<file path="src/rtl/vpu_controller_if.sv">
// Bundles the decoder, SRF and execution-unit signals seen by vpu_controller.
// The master modport is the controller side; slave is its environment.
interface vpu_controller_if #(
   parameter int OPERAND_ADDR_WIDTH = 8,
   parameter int DATA_WIDTH         = 256,
   parameter int OP_FUNC_WIDTH      = 13
) ();

   logic                          ctrl_valid_i;
   logic                          ctrl_ready_o;
   logic [2:0]                    instr_rvalid_i;
   logic [OPERAND_ADDR_WIDTH-1:0] instr_raddr0_i;
   logic [OPERAND_ADDR_WIDTH-1:0] instr_raddr1_i;
   logic [OPERAND_ADDR_WIDTH-1:0] instr_raddr2_i;
   logic [OPERAND_ADDR_WIDTH-1:0] instr_waddr_i;
   logic [OP_FUNC_WIDTH-1:0]      instr_op_func_i;

   logic                          rd_en_o;
   logic [OPERAND_ADDR_WIDTH-1:0] rd_addr_o;
   logic [DATA_WIDTH-1:0]         rd_data_i;

   logic                          exec_valid_o;
   logic                          exec_ready_i;
   logic [OP_FUNC_WIDTH-1:0]      exec_op_func_o;
   logic [DATA_WIDTH-1:0]         exec_src0_o;
   logic [DATA_WIDTH-1:0]         exec_src1_o;
   logic [DATA_WIDTH-1:0]         exec_src2_o;
   logic                          exec_done_i;
   logic [DATA_WIDTH-1:0]         exec_result_i;

   logic                          wr_en_o;
   logic [OPERAND_ADDR_WIDTH-1:0] wr_addr_o;
   logic [DATA_WIDTH-1:0]         wr_data_o;

   modport master (
      input  ctrl_valid_i, instr_rvalid_i, instr_raddr0_i, instr_raddr1_i,
             instr_raddr2_i, instr_waddr_i, instr_op_func_i,
             rd_data_i, exec_ready_i, exec_done_i, exec_result_i,
      output ctrl_ready_o, rd_en_o, rd_addr_o,
             exec_valid_o, exec_op_func_o, exec_src0_o, exec_src1_o, exec_src2_o,
             wr_en_o, wr_addr_o, wr_data_o
   );

   modport slave (
      output ctrl_valid_i, instr_rvalid_i, instr_raddr0_i, instr_raddr1_i,
             instr_raddr2_i, instr_waddr_i, instr_op_func_i,
             rd_data_i, exec_ready_i, exec_done_i, exec_result_i,
      input  ctrl_ready_o, rd_en_o, rd_addr_o,
             exec_valid_o, exec_op_func_o, exec_src0_o, exec_src1_o, exec_src2_o,
             wr_en_o, wr_addr_o, wr_data_o
   );

endinterface

</file>
<file path="src/rtl/vpu_controller.sv">
// Single-issue VPU sequencer: latch a decoded instruction, read its source
// operands from the SRF, hand it to the exec unit, then write the result back.
module vpu_controller #(
   parameter int OPERAND_ADDR_WIDTH = 8,
   parameter int DATA_WIDTH         = 256,
   parameter int OP_FUNC_WIDTH      = 13,
   parameter int CNT_WIDTH          = 16
) (
   input  logic                 clk,
   input  logic                 rst_n,
   vpu_controller_if.master     bus,
   output logic                 err_o,
   output logic [CNT_WIDTH-1:0] retired_cnt_o
);

   typedef enum logic [2:0] {
      S_IDLE   = 3'd0,
      S_LATCH  = 3'd1,
      S_READ   = 3'd2,
      S_RDWAIT = 3'd3,
      S_EXEC   = 3'd4,
      S_WAIT   = 3'd5,
      S_WB     = 3'd6
   } state_e;

   state_e                        state_q, state_d;
   logic [OPERAND_ADDR_WIDTH-1:0] raddr0_q, raddr1_q, raddr2_q, waddr_q;
   logic [OP_FUNC_WIDTH-1:0]      op_func_q;
   logic [2:0]                    rem_q;
   logic                          cap_valid_q;
   logic [1:0]                    cap_idx_q;
   logic [DATA_WIDTH-1:0]         src0_q, src1_q, src2_q, result_q;
   logic [CNT_WIDTH-1:0]          retired_q;
   logic                          err_q;

   logic                          illegal_s;
   logic                          rd_last_s;
   logic [1:0]                    rd_idx_s;

   function automatic logic [1:0] lowest_src(input logic [2:0] mask);
      if (mask[0]) begin
         return 2'd0;
      end else if (mask[1]) begin
         return 2'd1;
      end else begin
         return 2'd2;
      end
   endfunction

   // Read-sequencing decode: rem_q holds the sources still to be issued.
   always_comb begin
      illegal_s = (bus.instr_op_func_i == {OP_FUNC_WIDTH{1'b0}});
      rd_idx_s  = lowest_src(rem_q);
      rd_last_s = ((rem_q & (rem_q - 3'd1)) == 3'b000);
   end

   // State register.
   always_ff @(posedge clk or negedge rst_n) begin
      if (!rst_n) begin
         state_q <= S_IDLE;
      end else begin
         state_q <= state_d;
      end
   end

   // Next-state logic.
   always_comb begin
      state_d = state_q;
      case (state_q)
         S_IDLE: begin
            if (bus.ctrl_valid_i) begin
               state_d = S_LATCH;
            end else begin
               state_d = S_IDLE;
            end
         end
         S_LATCH: begin
            if (illegal_s) begin
               state_d = S_IDLE;
            end else if (bus.instr_rvalid_i == 3'b000) begin
               state_d = S_EXEC;
            end else begin
               state_d = S_READ;
            end
         end
         S_READ: begin
            if (rd_last_s) begin
               state_d = S_RDWAIT;
            end else begin
               state_d = S_READ;
            end
         end
         S_RDWAIT: state_d = S_EXEC;
         S_EXEC: begin
            if (bus.exec_ready_i) begin
               state_d = S_WAIT;
            end else begin
               state_d = S_EXEC;
            end
         end
         S_WAIT: begin
            if (bus.exec_done_i) begin
               state_d = S_WB;
            end else begin
               state_d = S_WAIT;
            end
         end
         S_WB:    state_d = S_IDLE;
         default: state_d = S_IDLE;
      endcase
   end

   // Instruction, operand, result and counter registers.
   always_ff @(posedge clk or negedge rst_n) begin
      if (!rst_n) begin
         raddr0_q    <= {OPERAND_ADDR_WIDTH{1'b0}};
         raddr1_q    <= {OPERAND_ADDR_WIDTH{1'b0}};
         raddr2_q    <= {OPERAND_ADDR_WIDTH{1'b0}};
         waddr_q     <= {OPERAND_ADDR_WIDTH{1'b0}};
         op_func_q   <= {OP_FUNC_WIDTH{1'b0}};
         rem_q       <= 3'b000;
         cap_valid_q <= 1'b0;
         cap_idx_q   <= 2'd0;
         src0_q      <= {DATA_WIDTH{1'b0}};
         src1_q      <= {DATA_WIDTH{1'b0}};
         src2_q      <= {DATA_WIDTH{1'b0}};
         result_q    <= {DATA_WIDTH{1'b0}};
         retired_q   <= {CNT_WIDTH{1'b0}};
         err_q       <= 1'b0;
      end else begin
         cap_valid_q <= 1'b0;
         err_q       <= (state_q == S_LATCH) && illegal_s;
         // SRF data lands one cycle after its read strobe.
         if (cap_valid_q) begin
            case (cap_idx_q)
               2'd0:    src0_q <= bus.rd_data_i;
               2'd1:    src1_q <= bus.rd_data_i;
               default: src2_q <= bus.rd_data_i;
            endcase
         end
         case (state_q)
            S_LATCH: begin
               raddr0_q  <= bus.instr_raddr0_i;
               raddr1_q  <= bus.instr_raddr1_i;
               raddr2_q  <= bus.instr_raddr2_i;
               waddr_q   <= bus.instr_waddr_i;
               op_func_q <= bus.instr_op_func_i;
               rem_q     <= bus.instr_rvalid_i;
               src0_q    <= {DATA_WIDTH{1'b0}};
               src1_q    <= {DATA_WIDTH{1'b0}};
               src2_q    <= {DATA_WIDTH{1'b0}};
            end
            S_READ: begin
               rem_q       <= rem_q & (rem_q - 3'd1);
               cap_valid_q <= 1'b1;
               cap_idx_q   <= rd_idx_s;
            end
            S_WAIT: begin
               if (bus.exec_done_i) begin
                  result_q <= bus.exec_result_i;
               end
            end
            S_WB: begin
               retired_q <= retired_q + {{(CNT_WIDTH-1){1'b0}}, 1'b1};
            end
            default: begin
            end
         endcase
      end
   end

   // Outputs decoded from state and registers only.
   always_comb begin
      bus.ctrl_ready_o   = (state_q == S_IDLE);
      bus.rd_en_o        = (state_q == S_READ);
      bus.exec_valid_o   = (state_q == S_EXEC);
      bus.wr_en_o        = (state_q == S_WB);
      bus.rd_addr_o      = {OPERAND_ADDR_WIDTH{1'b0}};
      if (state_q == S_READ) begin
         case (rd_idx_s)
            2'd0:    bus.rd_addr_o = raddr0_q;
            2'd1:    bus.rd_addr_o = raddr1_q;
            default: bus.rd_addr_o = raddr2_q;
         endcase
      end else begin
         bus.rd_addr_o = {OPERAND_ADDR_WIDTH{1'b0}};
      end
      bus.exec_op_func_o = op_func_q;
      bus.exec_src0_o    = src0_q;
      bus.exec_src1_o    = src1_q;
      bus.exec_src2_o    = src2_q;
      bus.wr_addr_o      = waddr_q;
      bus.wr_data_o      = result_q;
      err_o              = err_q;
      retired_cnt_o      = retired_q;
   end

endmodule

</file>
<file path="src/flat_wrapper.sv">
// flat-port wrapper written by rule: the top's interface ports become plain ports
module vpu_controller_flat 
#(
   parameter int OPERAND_ADDR_WIDTH = 8,
   parameter int DATA_WIDTH         = 256,
   parameter int OP_FUNC_WIDTH      = 13,
   parameter int CNT_WIDTH          = 16
)
  (clk, rst_n, err_o, retired_cnt_o, bus_ctrl_valid_i, bus_instr_rvalid_i, bus_instr_raddr0_i, bus_instr_raddr1_i, bus_instr_raddr2_i, bus_instr_waddr_i, bus_instr_op_func_i, bus_rd_data_i, bus_exec_ready_i, bus_exec_done_i, bus_exec_result_i, bus_ctrl_ready_o, bus_rd_en_o, bus_rd_addr_o, bus_exec_valid_o, bus_exec_op_func_o, bus_exec_src0_o, bus_exec_src1_o, bus_exec_src2_o, bus_wr_en_o, bus_wr_addr_o, bus_wr_data_o);
  vpu_controller_if #(.OPERAND_ADDR_WIDTH(OPERAND_ADDR_WIDTH), .DATA_WIDTH(DATA_WIDTH), .OP_FUNC_WIDTH(OP_FUNC_WIDTH)) bus_i ();
  input  logic clk;
  input  logic rst_n;
  output logic err_o;
  output logic [CNT_WIDTH-1:0] retired_cnt_o;
  input wire logic [$bits(bus_i.ctrl_valid_i)-1:0] bus_ctrl_valid_i;
  input wire logic [$bits(bus_i.instr_rvalid_i)-1:0] bus_instr_rvalid_i;
  input wire logic [$bits(bus_i.instr_raddr0_i)-1:0] bus_instr_raddr0_i;
  input wire logic [$bits(bus_i.instr_raddr1_i)-1:0] bus_instr_raddr1_i;
  input wire logic [$bits(bus_i.instr_raddr2_i)-1:0] bus_instr_raddr2_i;
  input wire logic [$bits(bus_i.instr_waddr_i)-1:0] bus_instr_waddr_i;
  input wire logic [$bits(bus_i.instr_op_func_i)-1:0] bus_instr_op_func_i;
  input wire logic [$bits(bus_i.rd_data_i)-1:0] bus_rd_data_i;
  input wire logic [$bits(bus_i.exec_ready_i)-1:0] bus_exec_ready_i;
  input wire logic [$bits(bus_i.exec_done_i)-1:0] bus_exec_done_i;
  input wire logic [$bits(bus_i.exec_result_i)-1:0] bus_exec_result_i;
  output wire logic [$bits(bus_i.ctrl_ready_o)-1:0] bus_ctrl_ready_o;
  output wire logic [$bits(bus_i.rd_en_o)-1:0] bus_rd_en_o;
  output wire logic [$bits(bus_i.rd_addr_o)-1:0] bus_rd_addr_o;
  output wire logic [$bits(bus_i.exec_valid_o)-1:0] bus_exec_valid_o;
  output wire logic [$bits(bus_i.exec_op_func_o)-1:0] bus_exec_op_func_o;
  output wire logic [$bits(bus_i.exec_src0_o)-1:0] bus_exec_src0_o;
  output wire logic [$bits(bus_i.exec_src1_o)-1:0] bus_exec_src1_o;
  output wire logic [$bits(bus_i.exec_src2_o)-1:0] bus_exec_src2_o;
  output wire logic [$bits(bus_i.wr_en_o)-1:0] bus_wr_en_o;
  output wire logic [$bits(bus_i.wr_addr_o)-1:0] bus_wr_addr_o;
  output wire logic [$bits(bus_i.wr_data_o)-1:0] bus_wr_data_o;
  assign bus_i.ctrl_valid_i = bus_ctrl_valid_i;
  assign bus_i.instr_rvalid_i = bus_instr_rvalid_i;
  assign bus_i.instr_raddr0_i = bus_instr_raddr0_i;
  assign bus_i.instr_raddr1_i = bus_instr_raddr1_i;
  assign bus_i.instr_raddr2_i = bus_instr_raddr2_i;
  assign bus_i.instr_waddr_i = bus_instr_waddr_i;
  assign bus_i.instr_op_func_i = bus_instr_op_func_i;
  assign bus_i.rd_data_i = bus_rd_data_i;
  assign bus_i.exec_ready_i = bus_exec_ready_i;
  assign bus_i.exec_done_i = bus_exec_done_i;
  assign bus_i.exec_result_i = bus_exec_result_i;
  assign bus_ctrl_ready_o = bus_i.ctrl_ready_o;
  assign bus_rd_en_o = bus_i.rd_en_o;
  assign bus_rd_addr_o = bus_i.rd_addr_o;
  assign bus_exec_valid_o = bus_i.exec_valid_o;
  assign bus_exec_op_func_o = bus_i.exec_op_func_o;
  assign bus_exec_src0_o = bus_i.exec_src0_o;
  assign bus_exec_src1_o = bus_i.exec_src1_o;
  assign bus_exec_src2_o = bus_i.exec_src2_o;
  assign bus_wr_en_o = bus_i.wr_en_o;
  assign bus_wr_addr_o = bus_i.wr_addr_o;
  assign bus_wr_data_o = bus_i.wr_data_o;
  vpu_controller #(.OPERAND_ADDR_WIDTH(OPERAND_ADDR_WIDTH), .DATA_WIDTH(DATA_WIDTH), .OP_FUNC_WIDTH(OP_FUNC_WIDTH), .CNT_WIDTH(CNT_WIDTH)) u_core (.clk(clk), .rst_n(rst_n), .bus(bus_i), .err_o(err_o), .retired_cnt_o(retired_cnt_o));
endmodule
</file>
<file path="config.mk">
export PLATFORM = sky130hd
export DESIGN_NAME = vpu_controller_flat
export DESIGN_NICKNAME = d
export VERILOG_FILES = /design/src/rtl/vpu_controller_if.sv /design/src/rtl/vpu_controller.sv /design/src/flat_wrapper.sv
export SDC_FILE = /design/constraint.sdc
export NUM_CORES = 2
export LEC_CHECK = 0
export ABC_AREA = 0
export CORE_AREA = 3 3 637 639
export CTS_CLUSTER_SIZE = 20
export DETAILED_ROUTE_END_ITERATION = 16
export DIE_AREA = 0 0 640 642
export GPL_ROUTABILITY_DRIVEN = 0
export SYNTH_ARGS = -nofsm -noshare
export SYNTH_HDL_FRONTEND = slang
export SYNTH_SLANG_ARGS = --single-unit
</file>
<file path="constraint.sdc">
create_clock -name clk -period 1.6 [get_ports clk]
set_clock_uncertainty 0.1 [all_clocks]
set_input_delay 0.32 -clock clk [delete_from_list [all_inputs] [get_ports clk]]
set_output_delay 0.32 -clock clk [all_outputs]
set_load 0.01 [all_outputs]
</file>
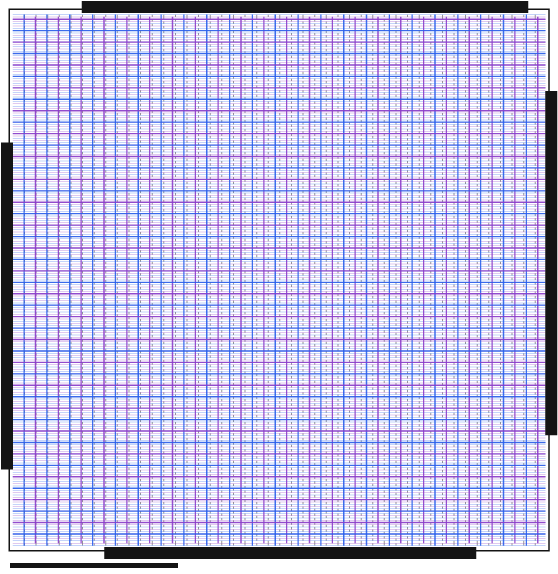
power_grid.png
The bar under the picture is 200 um long. Pins as bars on the die edge. Tap cells in grey.
[VSS] blue
[VDD] purple
signal pins: 1,639
tap cells: 5,265
met5 straps: 46

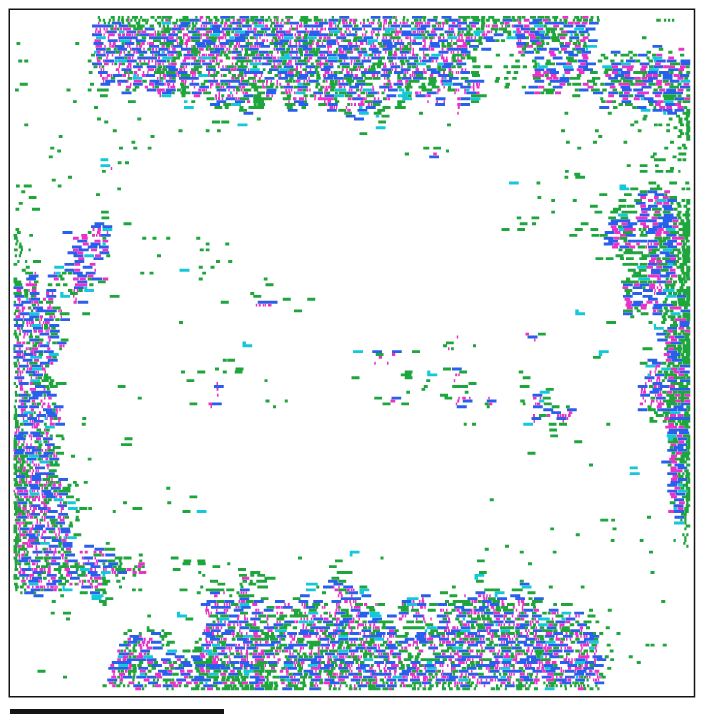
placement_by_type.png
The bar under the picture is 200 um long.
[other buffers and delay cells] green | cells: 2,580 | share of their area: 38%
[combinational and other logic] magenta | cells: 2,812 | share of their area: 20%
[flops] blue | cells: 1,095 | share of their area: 35%
[clock drivers and dummy loads] cyan | cells: 258 | share of their area: 6.2%

==> CHANGELOG.md <==
## Implementation

- Outcome: finished, violations left
- Violated checks: negative setup slack
- Number of gates resized after cts: 4,593
- Clk cell area share: 5.73%
- Starting density of the core: 10.9%
- Part of the total power dissipated in sequential elements: 29.8%
- Count of distinct cell types in the synthesized netlist: 37
- Total setup buffers inserted after CTS: 187
- Sequential share of cell area: 32.5%
- Number of fill cells: 42,900
- Endpoint of the worst hold-timing path: u_core.bus.wr_addr_o[7]$_DFFE_PN0P_
- Clock sink count: 1,095
- Dominant flop cell: sky130_fd_sc_hd__dfrtp_1
- Number of placed I/O pins: 1,639
- Number of CTS-inserted buffers: 144
- DRC viols: 0
- IR Drop Worst-Case VDD: 1.13 mV
- Top cell excl fill/tap: sky130_fd_sc_hd__nand2_1
- Yosys cell count: 4,213
- Pin count of the biggest net entering global routing: 60
- Post-route core utilization: 21.1%
- Number of non-clock buffers: 2,580
- Placeable Area: 0.400 mm^2
- Power in combinational cells: 82.1 mW
- Mapped Cells: 4,213
- Share of the synthesized netlist area taken by xor and xnor gates: 0.302%
- Instance area after placement: 0.0712 mm^2
- Count of multi-input gates: 2,810
- Area fraction in and, or, nand and nor cells after synthesis: 15.3%
- Setup TNS after final layout: -742,970 ps
- Longest Clk Path Bufs: 4
- Adders+Majority by Area: 0.0518%
- Largest contributor to cell area by class: non-clock buffers
- Transition at the pin with the smallest max-transition slack: 543 ps
- Fraction of cell area in non-clock buffers: 35.1%
- Global route hottest layer: met2
- Worst path bufs/invs: 2
- Setup violation total in the final timing report: 2,162
- Power Dens Cells: 1960 mW/mm^2
- Max-slew violation count: 0
- Number of violations of the max-capacitance limit: 0
- Share of the clock period used by the worst path after layout: 157%
- Class of the most critical hold timing path: input port to flip-flop
- Largest fanout on the critical path: 7
- CP endpoint kind: output pin
- Diodes inserted: 99
- Part of the total power dissipated in combinational logic: 49.6%
- Average cell area after synthesis: 10.3 um^2
- Routed via count: 44,000
- Wire length of the first global-routing pass: 424 mm
- Number of hold violations in the final report: 0
- Count of input and output buffers: 1,638
- Top-area cell type share of the netlist area: 63.0%
- Top cells by area: sky130_fd_sc_hd__dfrtp_1 (63%), sky130_fd_sc_hd__nand2_1 (15%), sky130_fd_sc_hd__a21oi_1 (8.9%), sky130_fd_sc_hd__mux2_4 (6.9%), sky130_fd_sc_hd__buf_2 (2.0%)
- Depth of the critical timing path with buffers and inverters included: 4
- Startpoint of the worst register-to-register path: u_core.state_q[2]$_DFF_PN0_
- Remaining number of nets flagged by the antenna check after routing: 0
- Worst hold slack after final layout: 77.0 ps
- Period minus WS final: 2520 ps
- Number of warnings in the stage logs: 29
- Wire length on met3: 28.1 mm
- DR iter-0 viols: 4,130
- Routing usage on met1: 16.7%
- Synthesis-to-layout area growth: 94.1%
- Final HPWL from detailed placement: 271 mm
- # clk buffers: 207
- Reg2Reg Setup Slack: -740 ps
- Die Area: 0.411 mm^2
- Cell with the most instances after synthesis: sky130_fd_sc_hd__nand2_1
- Number of placed cells counting well taps: 11,100
- Layout net count: 7,199
- Uppermost signal routing layer after detailed routing: met5
- Chip area from the yosys synthesis statistics: 0.0435 mm^2
- Worst setup margin: -915 ps
- Gr ovfl total: 0
- Number of search-and-repair iterations in the first detailed-routing pass: 5
- Dominant combinational family: simple AND/OR/NAND/NOR gates
- Routing usage on met3: 4.44%
- Relative contribution of the clock network to total power: 20.6%
- CTS tree: done
- Ao+oa area frac: 9.08%
- Leading cell types in the layout, fill and taps excluded: sky130_fd_sc_hd__nand2_1 (1,685), sky130_fd_sc_hd__dfrtp_1 (1,064), sky130_fd_sc_hd__buf_6 (640), sky130_fd_sc_hd__a21oi_1 (585), sky130_fd_sc_hd__clkdlybuf4s50_1 (563)
- Total power of the final layout: 166 mW
- Layout cell share with drive strength beyond 1: 36.3%
- Worst Reg-to-Reg Cells: 12
- FF+latch count: 1,095
- Worst setup startpoint: u_core.state_q[0]$_DFF_PN0_
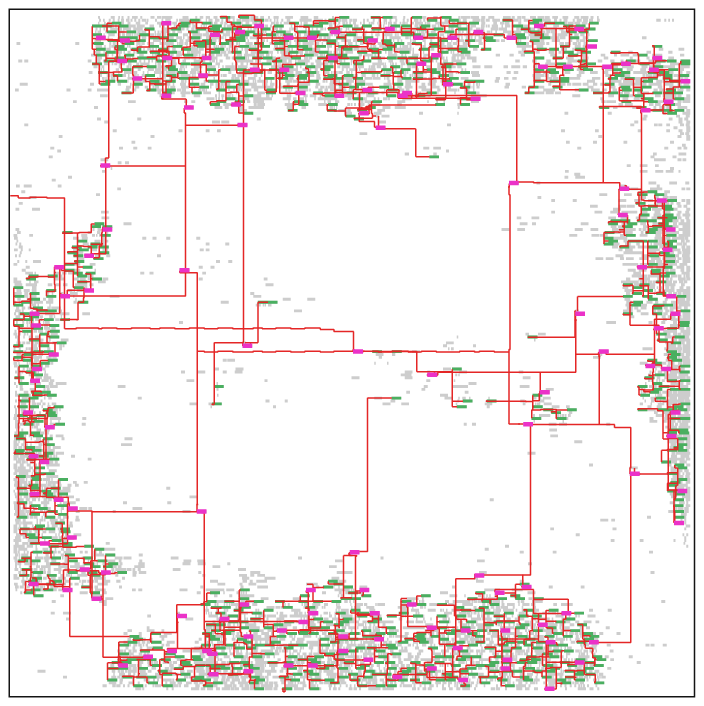
clk_routes.png
[clock wires] red | length: 19,500 um
[clock drivers] magenta | count: 144
[flip-flops] green | count: 1,095
flops lie: widely spread

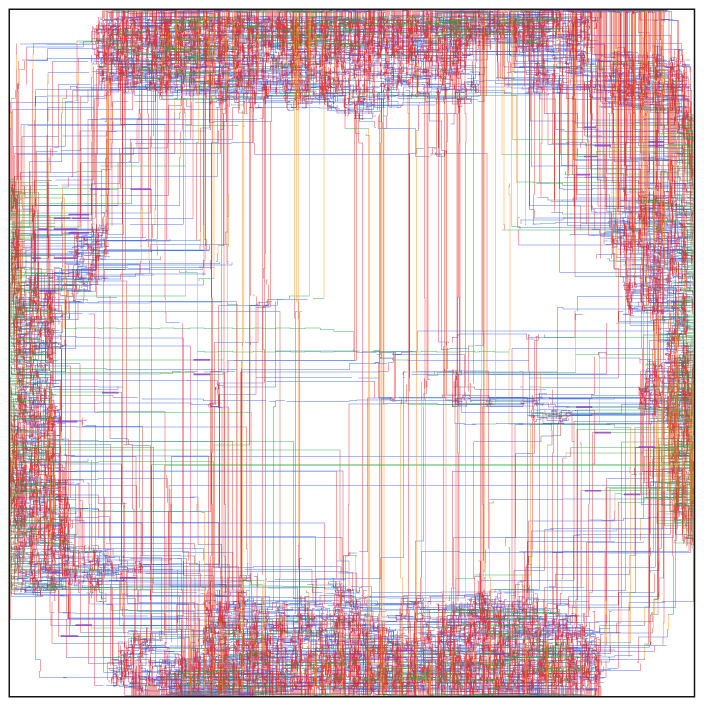
wires.png
[metal 5] purple | wire length: 455 um
[metal 2] red | wire length: 167 mm
[metal 3] green | wire length: 28.1 mm
[metal 4] orange | wire length: 25.3 mm
[metal 1] blue | wire length: 123 mm

Power figures rest on the tool's default switching activity, not on a simulated workload.
